**src/rtl/des_pkg.sv**
```systemverilog
// DES decryption constants: expansion, permutation, PC-2 and S-box tables,
// the reverse key-rotation schedule, and the iterative core's FSM state type.
package des_pkg;

  typedef enum logic [1:0] {ST_IDLE = 2'd0, ST_RUN = 2'd1, ST_DONE = 2'd2} state_e;

  localparam logic [5:0] E_TAB [0:47] = '{
    32,  1,  2,  3,  4,  5,   4,  5,  6,  7,  8,  9,
     8,  9, 10, 11, 12, 13,  12, 13, 14, 15, 16, 17,
    16, 17, 18, 19, 20, 21,  20, 21, 22, 23, 24, 25,
    24, 25, 26, 27, 28, 29,  28, 29, 30, 31, 32,  1};

  localparam logic [5:0] P_TAB [0:31] = '{
    16,  7, 20, 21, 29, 12, 28, 17,   1, 15, 23, 26,  5, 18, 31, 10,
     2,  8, 24, 14, 32, 27,  3,  9,  19, 13, 30,  6, 22, 11,  4, 25};

  localparam logic [5:0] PC2_TAB [0:47] = '{
    14, 17, 11, 24,  1,  5,   3, 28, 15,  6, 21, 10,
    23, 19, 12,  4, 26,  8,  16,  7, 27, 20, 13,  2,
    41, 52, 31, 37, 47, 55,  30, 40, 51, 45, 33, 48,
    44, 49, 39, 56, 34, 53,  46, 42, 50, 36, 29, 32};

  // Indexed by {row, col} = {b1, b6, b2..b5} of each 6-bit group.
  localparam logic [3:0] SBOX [0:7][0:63] = '{
    '{14, 4,13, 1, 2,15,11, 8, 3,10, 6,12, 5, 9, 0, 7,   0,15, 7, 4,14, 2,13, 1,10, 6,12,11, 9, 5, 3, 8,
       4, 1,14, 8,13, 6, 2,11,15,12, 9, 7, 3,10, 5, 0,  15,12, 8, 2, 4, 9, 1, 7, 5,11, 3,14,10, 0, 6,13},
    '{15, 1, 8,14, 6,11, 3, 4, 9, 7, 2,13,12, 0, 5,10,   3,13, 4, 7,15, 2, 8,14,12, 0, 1,10, 6, 9,11, 5,
       0,14, 7,11,10, 4,13, 1, 5, 8,12, 6, 9, 3, 2,15,  13, 8,10, 1, 3,15, 4, 2,11, 6, 7,12, 0, 5,14, 9},
    '{10, 0, 9,14, 6, 3,15, 5, 1,13,12, 7,11, 4, 2, 8,  13, 7, 0, 9, 3, 4, 6,10, 2, 8, 5,14,12,11,15, 1,
      13, 6, 4, 9, 8,15, 3, 0,11, 1, 2,12, 5,10,14, 7,   1,10,13, 0, 6, 9, 8, 7, 4,15,14, 3,11, 5, 2,12},
    '{ 7,13,14, 3, 0, 6, 9,10, 1, 2, 8, 5,11,12, 4,15,  13, 8,11, 5, 6,15, 0, 3, 4, 7, 2,12, 1,10,14, 9,
      10, 6, 9, 0,12,11, 7,13,15, 1, 3,14, 5, 2, 8, 4,   3,15, 0, 6,10, 1,13, 8, 9, 4, 5,11,12, 7, 2,14},
    '{ 2,12, 4, 1, 7,10,11, 6, 8, 5, 3,15,13, 0,14, 9,  14,11, 2,12, 4, 7,13, 1, 5, 0,15,10, 3, 9, 8, 6,
       4, 2, 1,11,10,13, 7, 8,15, 9,12, 5, 6, 3, 0,14,  11, 8,12, 7, 1,14, 2,13, 6,15, 0, 9,10, 4, 5, 3},
    '{12, 1,10,15, 9, 2, 6, 8, 0,13, 3, 4,14, 7, 5,11,  10,15, 4, 2, 7,12, 9, 5, 6, 1,13,14, 0,11, 3, 8,
       9,14,15, 5, 2, 8,12, 3, 7, 0, 4,10, 1,13,11, 6,   4, 3, 2,12, 9, 5,15,10,11,14, 1, 7, 6, 0, 8,13},
    '{ 4,11, 2,14,15, 0, 8,13, 3,12, 9, 7, 5,10, 6, 1,  13, 0,11, 7, 4, 9, 1,10,14, 3, 5,12, 2,15, 8, 6,
       1, 4,11,13,12, 3, 7,14,10,15, 6, 8, 0, 5, 9, 2,   6,11,13, 8, 1, 4,10, 7, 9, 5, 0,15,14, 2, 3,12},
    '{13, 2, 8, 4, 6,15,11, 1,10, 9, 3,14, 5, 0,12, 7,   1,15,13, 8,10, 3, 7, 4,12, 5, 6,11, 0,14, 9, 2,
       7,11, 4, 1, 9,12,14, 2, 0, 6,10,13,15, 3, 5, 8,   2, 1,14, 7, 4,10, 8,13,15,12, 9, 0, 3, 5, 6,11}};

  // Right-rotate amount applied before the round at index rnd (round 1 uses C0/D0 as-is).
  localparam logic [1:0] ROT_SCHED [0:15] = '{0, 1, 2, 2, 2, 2, 2, 2, 1, 2, 2, 2, 2, 2, 2, 1};

  function automatic logic [1:28] rot_right(input logic [1:28] v, input logic [1:0] n);
    case (n)
      2'd1:    return {v[28], v[1:27]};
      2'd2:    return {v[27:28], v[1:26]};
      default: return v;
    endcase
  endfunction

  function automatic logic [1:48] pc2(input logic [1:56] cd);
    logic [1:48] k;
    k = '0;
    for (int i = 0; i < 48; i++) k[i+1] = cd[PC2_TAB[i]];
    return k;
  endfunction

endpackage

```
**src/rtl/des_f.sv**
```systemverilog
// DES round function f(R, K): expansion, key mix, S-box substitution, permutation.
// Purely combinational, zero latency, no flow control.
module des_f
  import des_pkg::*;
(
  input  logic [1:32] r_i,
  input  logic [1:48] k_i,
  output logic [1:32] f_o
);

  logic [1:48] x;
  logic [1:32] s;
  logic [3:0]  sv;

  always_comb begin
    x   = '0;
    s   = '0;
    sv  = '0;
    f_o = '0;
    for (int i = 0; i < 48; i++) x[i+1] = r_i[E_TAB[i]] ^ k_i[i+1];
    for (int b = 0; b < 8; b++) begin
      sv = SBOX[b][{x[6*b+1], x[6*b+6], x[6*b+2], x[6*b+3], x[6*b+4], x[6*b+5]}];
      s[4*b+1] = sv[3];
      s[4*b+2] = sv[2];
      s[4*b+3] = sv[1];
      s[4*b+4] = sv[0];
    end
    for (int i = 0; i < 32; i++) f_o[i+1] = s[P_TAB[i]];
  end

endmodule

```
**src/rtl/des_decrypt_iter.sv**
```systemverilog
// Iterative DES decryption core: one round per clock, out_valid 16 cycles after accept.
// Accepts only in IDLE; result held in DONE until out_ready, then IDLE (18-cycle minimum period).
module des_decrypt_iter
  import des_pkg::*;
(
  input  logic        clk,
  input  logic        rst_n,
  input  logic        in_valid,
  output logic        in_ready,
  input  logic [1:64] in_block,
  input  logic [1:56] key_in,
  output logic        out_valid,
  input  logic        out_ready,
  output logic [1:64] out_block
);

  state_e      state_q;
  logic [1:32] l_q, r_q, r_d, f_out;
  logic [1:28] c_q, d_q, c_d, d_d;
  logic [3:0]  rnd_q;
  logic        in_ready_q, out_valid_q;
  logic [1:64] out_q;
  logic [1:48] k_rnd;

  // Decrypt subkeys are derived by rotating the stored halves right before each round.
  assign c_d   = rot_right(c_q, ROT_SCHED[rnd_q]);
  assign d_d   = rot_right(d_q, ROT_SCHED[rnd_q]);
  assign k_rnd = pc2({c_d, d_d});

  des_f u_f (
    .r_i (r_q),
    .k_i (k_rnd),
    .f_o (f_out)
  );

  assign r_d = l_q ^ f_out;

  always_ff @(posedge clk or negedge rst_n) begin
    if (!rst_n) begin
      state_q     <= ST_IDLE;
      l_q         <= '0;
      r_q         <= '0;
      c_q         <= '0;
      d_q         <= '0;
      rnd_q       <= '0;
      in_ready_q  <= 1'b1;
      out_valid_q <= 1'b0;
      out_q       <= '0;
    end else begin
      case (state_q)
        ST_IDLE: begin
          if (in_valid) begin
            l_q        <= in_block[1:32];
            r_q        <= in_block[33:64];
            c_q        <= key_in[1:28];
            d_q        <= key_in[29:56];
            rnd_q      <= '0;
            in_ready_q <= 1'b0;
            state_q    <= ST_RUN;
          end
        end
        ST_RUN: begin
          l_q   <= r_q;
          r_q   <= r_d;
          c_q   <= c_d;
          d_q   <= d_d;
          rnd_q <= rnd_q + 4'd1;
          if (rnd_q == 4'd15) begin
            out_q       <= {r_d, r_q};
            out_valid_q <= 1'b1;
            state_q     <= ST_DONE;
          end
        end
        ST_DONE: begin
          if (out_ready) begin
            out_valid_q <= 1'b0;
            in_ready_q  <= 1'b1;
            state_q     <= ST_IDLE;
          end
        end
        default: state_q <= ST_IDLE;
      endcase
    end
  end

  assign in_ready  = in_ready_q;
  assign out_valid = out_valid_q;
  assign out_block = out_q;

endmodule

```
**config.mk**
```make
export PLATFORM = sky130hd
export DESIGN_NAME = des_decrypt_iter
export DESIGN_NICKNAME = d
export VERILOG_FILES = /design/src/rtl/des_pkg.sv /design/src/rtl/des_f.sv /design/src/rtl/des_decrypt_iter.sv
export SDC_FILE = /design/constraint.sdc
export NUM_CORES = 1
export LEC_CHECK = 0
export CORE_ASPECT_RATIO = 1.25
export CORE_MARGIN = 1.5
export CORE_UTILIZATION = 45
export CTS_BUF_LIST = sky130_fd_sc_hd__clkbuf_8
export DETAILED_ROUTE_END_ITERATION = 10
export GPL_TIMING_DRIVEN = 0
export PLACE_DENSITY_LB_ADDON = 0.15
export SYNTH_ARGS = -nofsm -noshare
export SYNTH_HDL_FRONTEND = slang
export SYNTH_HIERARCHICAL = 1
export SYNTH_SLANG_ARGS = --single-unit
export TNS_END_PERCENT = 1
```
**constraint.sdc**
```tcl
create_clock -name clk -period 4.71 [get_ports clk]
set_clock_uncertainty 0.15 [all_clocks]
set_input_delay 0.942 -clock clk [delete_from_list [all_inputs] [get_ports clk]]
set_output_delay 0.942 -clock clk [all_outputs]
set_load 0.02 [all_outputs]
```
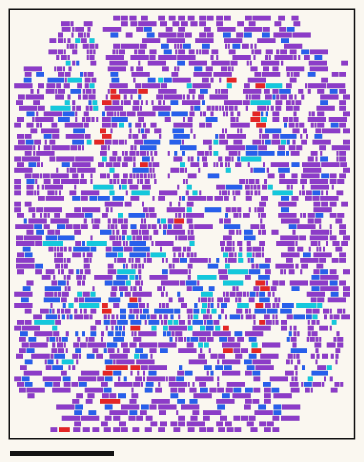
*Sizing map*
The bar under the picture is 50 um long.
size	color	cells	share
drive 2	blue	283	16%
drive 1 or less	purple	1403	78%
drive 3 to 4	cyan	83	4.6%
drive 6 and up	red	30	1.7%
non-clock buffer total of the final layout: 346
fin area: 18700 sq um
growth of design area from synthesis to finish: 25.4%
final setup margin: 0.0329 ns

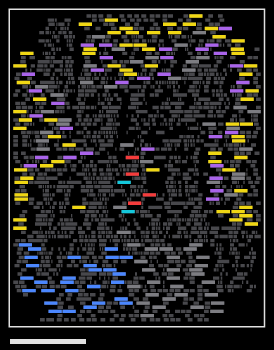
*Register map, names as in the netlist*
The bar under the picture is 50 um long. Other sequential cells in the stronger gray, the rest of the logic in the fainter gray.
name in the netlist	color	flops
`rnd_q`	red	4
`l_q`	purple	32
`out_block`	yellow	64
`state_q`	cyan	2
`d_q`	blue	28
not colored	62
final design utilization: 57.2%
share of the final layout cell area in sequential cells: 25.7%

==> summary.rpt <==
IMPLEMENTATION SUMMARY REPORT
----------------------------------------------------
[Clocking]
  Maximum count of clock buffers along a single path ........................ 2
  Clock tree from TritonCTS ........................ yes
  Resize count post-CTS ........................ 86
  H-tree levels ........................ 4
  Root Buffer ........................ sky130_fd_sc_hd__clkbuf_8
  Clk pin slew, worst setup/hold paths ........................ 0.13 ns
  Setup repair bufs after CTS ........................ 22
  Post-cts hold buffer count ........................ 0

[Synth]
  Flops after synth ........................ 192
  Unique masters post-synth ........................ 67
  Leading area contributor after synthesis ........................ sky130_fd_sc_hd__dfrtp_1
  Seq share, synth ........................ 32.2%
  Warning count from the yosys run ........................ 6
  Share of the synthesized area in the top cell type ........................ 32.0%
  Biggest area cells ........................ sky130_fd_sc_hd__dfrtp_1 (32%), sky130_fd_sc_hd__a221o_1 (5.8%), sky130_fd_sc_hd__ha_1 (5.6%)
  Avg Inst Size Synth ........................ 9.62 sq um
  Yosys cell count ........................ 1551
  Cell area after synthesis ........................ 14900 sq um
  Number of synthesized flops with an enable pin ........................ 0
  Synthesized netlist net count ........................ 1742
  Summed standard-cell area reported by yosys ........................ 14900 sq um
  Share of async-settable or async-resettable flops after synthesis ........................ 100%
  Main synth FF type ........................ sky130_fd_sc_hd__dfrtp_1
  Gate count after technology mapping ........................ 1551

[Timing]
  Transition time of the tightest slew-check pin ........................ 0.980 ns
  Final count of hold timing violations ........................ 0
  Final critical delay including setup and external delays ........................ 4.68 ns
  Final count of negative-setup-slack endpoints ........................ 0
  Final number of max-transition violations ........................ 0
  Worst Hold Margin ........................ 0.245 ns
  Highest clock frequency the design can meet ........................ 214 MHz
  RSZ-0062 raised after global routing ........................ yes
  Crit share post-route ........................ 99.3%
  Worst slew margin relative to its limit ........................ 34.5%

[Drt]
  Highest metal layer with signal wires ........................ met4
  Post-Route M1 WL ........................ 20800 um
  Pre-antenna DRT Iters ........................ 10
  Via count ........................ 13900
  Number of remaining DRC errors ........................ 2
  Number of DRC markers in iteration 0 ........................ 1079
  DR WL/cell ........................ 23.2 um
  Residual antenna-violating net count after detailed routing ........................ 0
  Sum of routed wire length over all layers ........................ 51400 um
  Sum of met3 wire segment lengths after detailed routing ........................ 3110 um
  Detail-routed via count per cell ........................ 6.26
  Routed length on met2 ........................ 25100 um

[Placed design]
  # port buffers ........................ 188
  Post-place instance area ........................ 17400 sq um
  Routability congestion estimate ........................ 0.933
  Number of placed cells counting well taps ........................ 2158
  DP HPWL ........................ 37400 um

[Global routing]
  Total grt overflow ........................ 0
  Vias in the first global route ........................ 13400
  GRT Overall Usage ........................ 29.7%
  Largest net degree at the start of global routing ........................ 101
  Global-route track usage on met1 ........................ 36.4%
  Most used routing layer ........................ met2
  Initial antenna violation count ........................ 1
  First-pass GRT wire length ........................ 78600 um
  Grt met3 use ........................ 5.82%
  GR Layer Usage met2 ........................ 50.5%

[Layout]
  Most used cells in the layout excluding fill and tap cells ........................ sky130_fd_sc_hd__dfrtp_1 (191), sky130_fd_sc_hd__clkdlybuf4s50_1 (187), sky130_fd_sc_hd__nand2_1 (121)
  Total Nets Final ........................ 1977
  Tally of non-filler cells in the final layout ........................ 2218
  Share of cells above drive strength 1 ........................ 22.0%
  Most common cell after layout, fill and taps aside ........................ sky130_fd_sc_hd__dfrtp_1

[Floorplan]
  Total number of placement rows ........................ 74
  I/O pin cnt ........................ 190
  Die Wd ........................ 166 um
  Initial Utilization ........................ 45.6%
  Std-Cell Core Area ........................ 32700 sq um
  Die area ........................ 34300 sq um
  Die y size ........................ 207 um

[Outcome]
  Status ........................ finished, violations left
  Violated checks ........................ DRC

[Worst hold path]
  Worst min-delay path class ........................ input port to async pin

[Flow run]
  Stage-log warning count ........................ 87
  Max-cap violation count ........................ 0

[Setup path]
  Critical Path End Type ........................ flip-flop
  Required @ worst endpoint ........................ 4.99 ns
  Crit path DAT ........................ 4.96 ns
  Worst setup SP type ........................ flip-flop
  Critical setup path kind ........................ flip-flop to flip-flop
  Critical-path maximum fanout ........................ 10

----------------------------------------------------
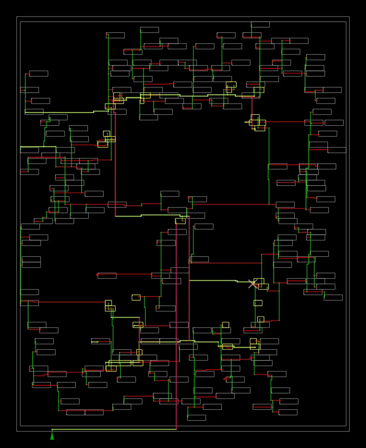
*The clock network*
TritonCTS Buffers: 17
insertion delay to the later sink of the worst-skew pair: 0.53 ns
Flop Count: 192
clk sink count: 192

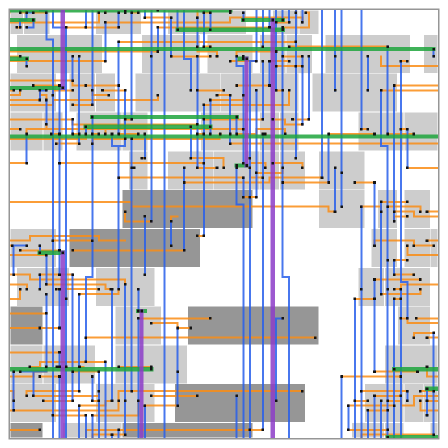
*A small window of the routed layout*
Region (109, 37) to (139, 67) um. Cells in gray, sequential cells in the stronger gray; small squares are vias.
layer	color
met4	purple
met1	orange
met3	green
met2	blue
most frequent	a21oi_1 (9), inv_1 (8), a221oi_1 (6)
netlist names of flops here include	`c_q` (4)
sequential cells in the window	4
cells with their middle in the window	55

==> path summary, 6_finish.rpt <==
kind                          start       to  slack, ns  cells past startpoint
max in group asynchronous     rst_n   l_q[8]       3.20                      2
max reg2reg                rnd_q[0]  r_q[31]       0.03                     18
min in group clk            l_q[19]  l_q[19]       0.36                      2
min                           rst_n  d_q[11]       0.25                      1
max                        rnd_q[0]  r_q[31]       0.03                     18
min reg2reg                 l_q[19]  l_q[19]       0.36                      2
==> cells in the mapped netlist, drive strengths merged (24+ instances only) <==
cell and n:
ha 67, o21ai 72, a221o 87, a211oi 24
buf 54, nor2 100, inv 91, clkbuf 76
mux2i 64, xnor2 54, dfrtp 191, xor2 72
o221a 55, a221oi 55, mux4 30, o211ai 28
a21oi 88, mux2 67, nand2 121
==> metrics by stage <==
stage | TNS, ns | setup WS [ns]
after floorplan | -0.0640 | -0.0340
after CTS | -0.377 | -0.0887
after global placement | -1180.13 | -5.85
final | 0 | 0.0329
after detailed placement | -63.44 | -1.82
after global routing | -2.03 | -0.144
==> critical path, stage by stage, from the launching register on <==
cell and delay [ns]:
sky130_fd_sc_hd__dfrtp_1 0.45, sky130_fd_sc_hd__inv_1 0.07, sky130_fd_sc_hd__ha_1 0.22, sky130_fd_sc_hd__a21oi_1 0.20, sky130_fd_sc_hd__o21a_1 0.14, sky130_fd_sc_hd__ha_2 0.25
sky130_fd_sc_hd__buf_4 0.21, sky130_fd_sc_hd__buf_4 0.21, sky130_fd_sc_hd__a221oi_4 0.09, sky130_fd_sc_hd__a21oi_4 0.24, sky130_fd_sc_hd__xor2_4 0.24, sky130_fd_sc_hd__ha_1 0.27
sky130_fd_sc_hd__clkbuf_2 0.19, sky130_fd_sc_hd__mux4_2 0.48, sky130_fd_sc_hd__nor2b_1 0.14, sky130_fd_sc_hd__a311o_1 0.34, sky130_fd_sc_hd__o31ai_1 0.12, sky130_fd_sc_hd__xor2_1 0.20
sky130_fd_sc_hd__a221o_1 0.35
==> layout make-up <==
class                           count  area, sq um
Fill cell                        2919        14000
Multi-Input combinational cell   1136         9840
Sequential cell                   192         4810
Timing Repair Buffer              219         2140
Buffer                            127          641
Tap cell                          418          523
Inverter                           93          360
Clock buffer                       18          248
Clock inverter                     14          145
Antenna cell                        1         2.50
==> logic make-up (layout without fill, tap and decap cells) <==
logic type / Yosys count / after routing / share of synthesized area (%)
AOI/OAI and AO/OA: 491 / 491 / 25.7
xor gates and xnor gates: 126 / 126 / 8.10
adders and majority gates: 69 / 69 / 5.76
buffers and inverters: 223 / 471 / 6.15
DFF: 192 / 192 / 32.2
muxes: 161 / 161 / 14.0
other: 0 / 1 / 0
and+or+nand+nor: 289 / 289 / 8.08
==> sequential cells by signal, summed over array words and instances (netlist names) <==
signal,count
c_q,28
d_q,28
l_q,32
r_q,32
out_valid,1
state_q,2
in_ready,1
rnd_q,4
out_block,64
